$ cat config.mk
export PLATFORM = sky130hd
export DESIGN_NAME = mem_access_stage
export DESIGN_NICKNAME = d
export VERILOG_FILES = /design/src/rtl/mem_access_stage.sv
export SDC_FILE = /design/constraint.sdc
export NUM_CORES = 1
export LEC_CHECK = 0
export ABC_CLOCK_PERIOD_IN_PS = 1750
export CAP_MARGIN = 20
export CORE_ASPECT_RATIO = 0.75
export CORE_MARGIN = 4
export CORE_UTILIZATION = 44
export DETAILED_ROUTE_END_ITERATION = 8
export GPL_TIMING_DRIVEN = 0
export PLACE_DENSITY_LB_ADDON = 0.25
export SETUP_SLACK_MARGIN = 0.05
export SLEW_MARGIN = 5
export SYNTH_ARGS = -nofsm -noshare
export SYNTH_HDL_FRONTEND = slang
export SYNTH_SLANG_ARGS = --single-unit
export TNS_END_PERCENT = 1
$ cat constraint.sdc
create_clock -name CLK -period 1.75 [get_ports CLK]
set_input_delay 0.35 -clock CLK [delete_from_list [all_inputs] [get_ports CLK]]
set_output_delay 0.35 -clock CLK [all_outputs]
set_load 0.01 [all_outputs]
$ cat src/rtl/mem_access_stage.sv
// MEM pipeline stage: runs data-memory accesses over a req/ready handshake,
// resolves branch/jump redirects and registers the retiring instruction into MEM/WB.
module mem_access_stage #(
  parameter int TIMEOUT  = 255,
  parameter int TO_WIDTH = 8
) (
  input  logic        CLK,
  input  logic        RST_N,
  input  logic        in_Valid,
  input  logic [31:0] in_ALU_result,
  input  logic [31:0] in_Read_data,
  input  logic [31:0] in_Next_PC,
  input  logic [31:0] in_Branch_addr,
  input  logic [31:0] in_Jump_addr,
  input  logic [4:0]  in_Reg_Write_addr,
  input  logic        in_MemWrite,
  input  logic        in_MemRead,
  input  logic        in_MemToReg,
  input  logic        in_PCSrc,
  input  logic        in_JToPC,
  input  logic        in_RegWrite,
  output logic        mem_req,
  output logic        mem_we,
  output logic [31:0] mem_addr,
  output logic [31:0] mem_wdata,
  input  logic [31:0] mem_rdata,
  input  logic        mem_ready,
  output logic        stall,
  output logic        pc_redirect,
  output logic [31:0] pc_target,
  output logic        out_Valid,
  output logic [31:0] out_Write_data,
  output logic [31:0] out_Next_PC,
  output logic [4:0]  out_Reg_Write_addr,
  output logic        out_RegWrite,
  output logic        err_misalign,
  output logic        err_timeout
);

  typedef enum logic {IDLE, ACCESS} state_t;

  typedef struct packed {
    logic [31:0] alu;
    logic [31:0] wdata;
    logic [31:0] next_pc;
    logic [31:0] branch;
    logic [31:0] jump;
    logic [4:0]  rd;
    logic        we;
    logic        mem_to_reg;
    logic        pc_src;
    logic        j_to_pc;
    logic        reg_write;
  } instr_t;

  state_t              state, state_nxt;
  logic [TO_WIDTH-1:0] cnt;
  instr_t              in_instr, cap, cur;

  logic memop, misaligned, issue, misalign_retire, timeout_hit;
  logic retire, wr_en, redirect;
  logic [31:0] write_data;

  always_comb begin
    in_instr = '{alu: in_ALU_result, wdata: in_Read_data, next_pc: in_Next_PC,
                 branch: in_Branch_addr, jump: in_Jump_addr, rd: in_Reg_Write_addr,
                 we: in_MemWrite, mem_to_reg: in_MemToReg, pc_src: in_PCSrc,
                 j_to_pc: in_JToPC, reg_write: in_RegWrite};
  end

  assign memop           = in_Valid & (in_MemRead | in_MemWrite);
  assign misaligned      = (in_ALU_result[1:0] != 2'b00);
  assign issue           = (state == IDLE) & memop & ~misaligned;
  assign misalign_retire = (state == IDLE) & memop & misaligned;
  assign timeout_hit     = (state == ACCESS) & ~mem_ready & (cnt == TO_WIDTH'(TIMEOUT - 1));

  // While an access is in flight the upstream stages are frozen, so the
  // captured copy is the only trustworthy view of the instruction.
  assign cur = (state == ACCESS) ? cap : in_instr;

  // NOTE: every signal written in this block gets a default first so no latch is inferred.
  always_comb begin
    state_nxt = state;
    mem_req   = 1'b0;
    stall     = 1'b0;
    case (state)
      IDLE: begin
        if (issue) begin
          state_nxt = ACCESS;
          stall     = 1'b1;
        end
      end
      ACCESS: begin
        mem_req = 1'b1;
        // An abort retires the instruction, so upstream must advance with it.
        stall   = ~mem_ready & ~timeout_hit;
        if (mem_ready || timeout_hit) state_nxt = IDLE;
      end
      default: state_nxt = IDLE;
    endcase
    if (!RST_N) begin
      mem_req = 1'b0;
      stall   = 1'b0;
    end
  end

  assign mem_we    = mem_req & cur.we;
  assign mem_addr  = mem_req ? {cur.alu[31:2], 2'b00} : 32'h0;
  assign mem_wdata = mem_req ? cur.wdata : 32'h0;

  assign retire     = ((state == IDLE) & in_Valid & ~issue) |
                      ((state == ACCESS) & (mem_ready | timeout_hit));
  assign wr_en      = cur.reg_write & ~misalign_retire & ~timeout_hit;
  assign write_data = ((state == ACCESS) && mem_ready && cur.mem_to_reg) ? mem_rdata : cur.alu;
  assign redirect   = retire & (cur.pc_src | cur.j_to_pc);

  // NOTE: sequential state uses non-blocking assignments so all registers update together.
  always_ff @(posedge CLK or negedge RST_N) begin
    if (!RST_N) begin
      state <= IDLE;
      cnt   <= '0;
      cap   <= '0;
    end else begin
      state <= state_nxt;
      if (issue) cap <= in_instr;
      if ((state == ACCESS) && !mem_ready && !timeout_hit) cnt <= cnt + TO_WIDTH'(1);
      else                                                  cnt <= '0;
    end
  end

  always_ff @(posedge CLK or negedge RST_N) begin
    if (!RST_N) begin
      out_Valid          <= 1'b0;
      out_Write_data     <= '0;
      out_Next_PC        <= '0;
      out_Reg_Write_addr <= '0;
      out_RegWrite       <= 1'b0;
      err_misalign       <= 1'b0;
      err_timeout        <= 1'b0;
      pc_redirect        <= 1'b0;
      pc_target          <= '0;
    end else begin
      out_Valid    <= retire;
      out_RegWrite <= retire & wr_en;
      err_misalign <= misalign_retire;
      err_timeout  <= err_timeout | timeout_hit;
      pc_redirect  <= redirect;
      if (retire) begin
        out_Write_data     <= write_data;
        out_Next_PC        <= cur.next_pc;
        out_Reg_Write_addr <= cur.rd;
      end
      if (redirect) pc_target <= cur.j_to_pc ? cur.jump : cur.branch;
    end
  end

endmodule

==> run_results.csv <==
group,metric,value,unit
yosys,ys_cells,1043,
flow_run,drv_cap,0,
floorplan,ios,380,
layout,final_cells,1913,
timing,fin_crit_sh,146,%
detailed_routing,wl_met3,3110,µm
worst_setup_path,r2r_end,"out_RegWrite",
placed_design,place_ws,-1.73,ns
power,netSwitchingPower,0.00573,W
power,pwr-share-comb,26.4,%
cts,clockBufferDepth,3,
cts,clkTransAtPathRegs,0.06,ns
timing,hold_viol_final,167,
detailed_routing,post_drt_wl_per_cell,22.2,µm
power,p_seq_share,42.3,%
yosys,yosysMostFrequentCell,"dfrtp_1",
power,p_seq,0.00886,W
placed_design,dp_hpwl,29200,µm
detailed_routing,dr.first_iter.drc_count,549,
cts,postCtsSetupBuffers,23,
layout,finish.instance_area,20000,µm²
worst_setup_path,crit_end,"stall",
layout,final_common_cell,"dfrtp_1",
global_routing,use_met2,39.7,%
layout,drive_gt1_share,36.3,%
floorplan,rows,55,
yosys,synthTopCellsByCount,"285 x dfrtp_1, 189 x mux2_2, 97 x mux2i_1",
placed_design,place.gp.congestion,0.818,
yosys,yosys.stat.chipArea,13700,µm²
detailed_routing,wl_met2,20200,µm
cts,cts_resized,533,
global_routing,grt_pass1_vias,10800,
flow_run,log.warning_count,32,
yosys,edf_count,0,
yosys,ys_seq_elements,285,
worst_setup_path,cp_data_required_time,1.40,ns
floorplan,die_x,212,µm
power,p_leak,9.50,nW
layout,layout_top_cells,"284 x dfrtp_1, 205 x clkdlybuf4s50_1, 189 x mux2_2",
global_routing,grt_max_degree,75,
worst_setup_path,slowest_stage,"dfrtp_1",
yosys,synth_seq_share,52.2,%
yosys,ys_sh_xor,0.384,%
global_routing,grt_pass1_wl,64300,µm
yosys,fa_ha_area_share,0.183,%
timing,tns,-100.58,ns
timing,relSlewSlack,56.4,%
cts,root_buffer,"clkbuf_16",
hold_path,hold_path.class,"in2async",
layout,layout.nets,1700,
yosys,ys_warn_count,0,
worst_setup_path,timing.rr.start,"state",
yosys,top_area_cell,"dfrtp_1",
worst_setup_path,critPathBufInv,4,
global_routing,top_usage_layer,"met2",
yosys,synth_cells,1043,
yosys,avgSynthCellArea,13.1,µm²
detailed_routing,dr.pass1.iters,4,
worst_setup_path,end_kind,"output pin",
power,p_sw_share,27.4,%
global_routing,antenna_found_initial,3,
layout,final_util,65.7,%
power,top_power_group,"sequential cells",
timing,grt_setup_unrepaired,"true",
cts,clock.latency.late_pin,0.56,ns
cts,cts.sinks,285,
global_routing,use_met3,7.24,%
yosys,synthArstFlopShare,100,%
power,ir_worst_vdd,0.590,mV
yosys,aoi_share,4.75,%
yosys,syn_area,13700,µm²
detailed_routing,met1_length,18000,µm
worst_setup_path,ff2ff_setup_slack,-0.64,ns
floorplan,die_area,34000,µm²
detailed_routing,vias,10000,
timing,drv_slew,0,
power,p_total,0.0210,W
worst_setup_path,path_cells,"nor2b_2 > o21ai_2 > or3_1 > buf_6 > buf_12 > buf_12 > a21boi_4 > buf_6",
floorplan,die_height,161,µm
power,p_int,0.0152,W
yosys,synthSimpleGateAreaFrac,6.40,%
run_status,violations,"negative hold slack, negative setup slack",
timing,tightest_slew,0.654,ns
timing,fin_ws,-0.811,ns
floorplan,fp_util,44.9,%
yosys,logic_family,"multiplexers",
yosys,synth_top_area_share,52.2,%
power,clkPwrFrac,31.3,%
timing,skew,0.0147,ns
worst_setup_path,cp_max_fo,3,
worst_setup_path,path_class,"reg2out",
timing,period_minus_slack,2.56,ns
worst_setup_path,rr_worst_depth,17,
worst_setup_path,start_kind,"flop",
cts,cts_tree,"yes",
global_routing,overflow,0,
cts,cts_buffers,29,
cts,ctsHtreeMaxLevel,1,
global_routing,use_met1,31.6,%
detailed_routing,drc,0,
yosys,mux_share,31.8,%
detailed_routing,routed.top_layer,"met5",
placed_design,placed_area,18100,µm²
timing,holdWs,-0.185,ns
detailed_routing,vias_per_cell,5.25,
worst_setup_path,crit_cells,8,
worst_setup_path,path_delay_family,"buffers and inverters",
yosys,ys_types,37,
global_routing,gr-usage-all-layers,24.1,%
timing,finalSetupViolCount,335,
timing,clock.fmax,0.391,GHz
detailed_routing,antenna_left,0,
power,power_density,1050,nW/µm²
detailed_routing,postRouteWirelength,42400,µm
layout,syn_to_final_growth,46.2,%
yosys,area_leaders,"dfrtp_1 52%, mux2_2 16%, mux2_4 8.3%, mux2i_1 7.1%, and3_1 2.9%",
floorplan,core-area,30400,µm²
placed_design,dp_cells,1823,
run_status,status,"finished with violations",
worst_setup_path,crit_start,"state",
placed_design,portBuffers,377,
cts,ctsHoldBuffers,5,
worst_setup_path,critPathMaxStageDelay,0.42,ns
power,comb_cell_power,0.00553,W
worst_setup_path,cp.arrival,2.21,ns
yosys,ff_type,"dfrtp_1",
final cells by class:
| type | count | area [µm²] |
|---|---|---|
| Buffer | 78 | 926 |
| Sequential cell | 285 | 7130 |
| Timing Repair Buffer | 417 | 4050 |
| Fill cell | 2355 | 10400 |
| Antenna cell | 2 | 5.00 |
| Tap cell | 399 | 499 |
| Multi-Input combinational cell | 644 | 6240 |
| Clock inverter | 10 | 156 |
| Clock buffer | 42 | 845 |
| Inverter | 36 | 135 |
registers in the layout (all words and copies together) (netlist names):
register            cells
out_RegWrite            1
err_misalign            1
out_Reg_Write_addr      5
err_timeout             1
state                   1
out_Write_data         32
pc_redirect             1
cap                   170
cnt                     8
pc_target              32
out_Next_PC            32
out_Valid               1
final_clocks.png
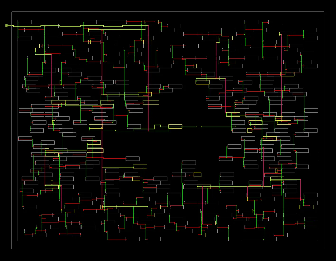
Clk power: 0.00656 W
clock buf count: 42

met3.png
(2 px per µm)
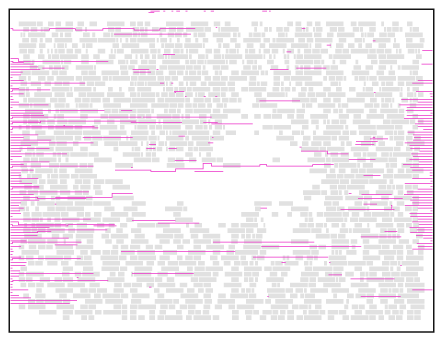
wire length on this layer = 3110 µm
main direction = horizontal
share of all routed wire = 7.3%
longest straight run = 64.4 µm
nets with wire on the layer = 197

met4.png
(2 px per µm) Supply wires on this layer in grey.
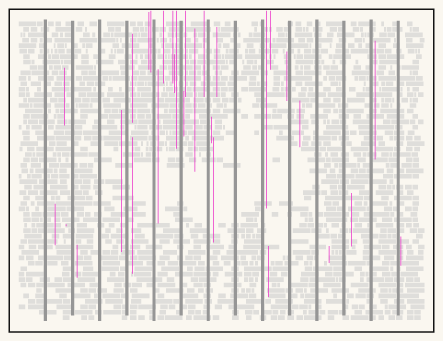
main direction = vertical
share of all routed wire = 2.7%

pins.png
(2 px per µm) Pins as bars across the die edge, other pins in grey.
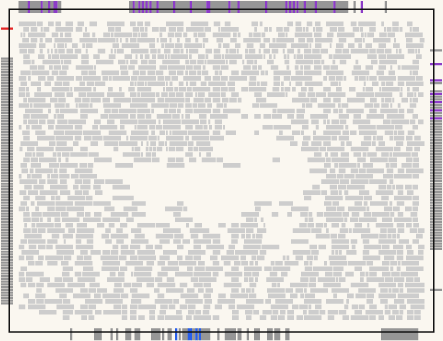
red -> CLK  # pins 1, direction input, edge west
blue -> out_Reg_Write_addr  # pins 5, direction output, edge south
purple -> out_Write_data  # pins 32, direction output, edge 26 north, 6 east
all pins by edge = 145 north, 92 west, 79 south, 64 east

Power figures rest on the tool's default switching activity, not on a simulated workload.
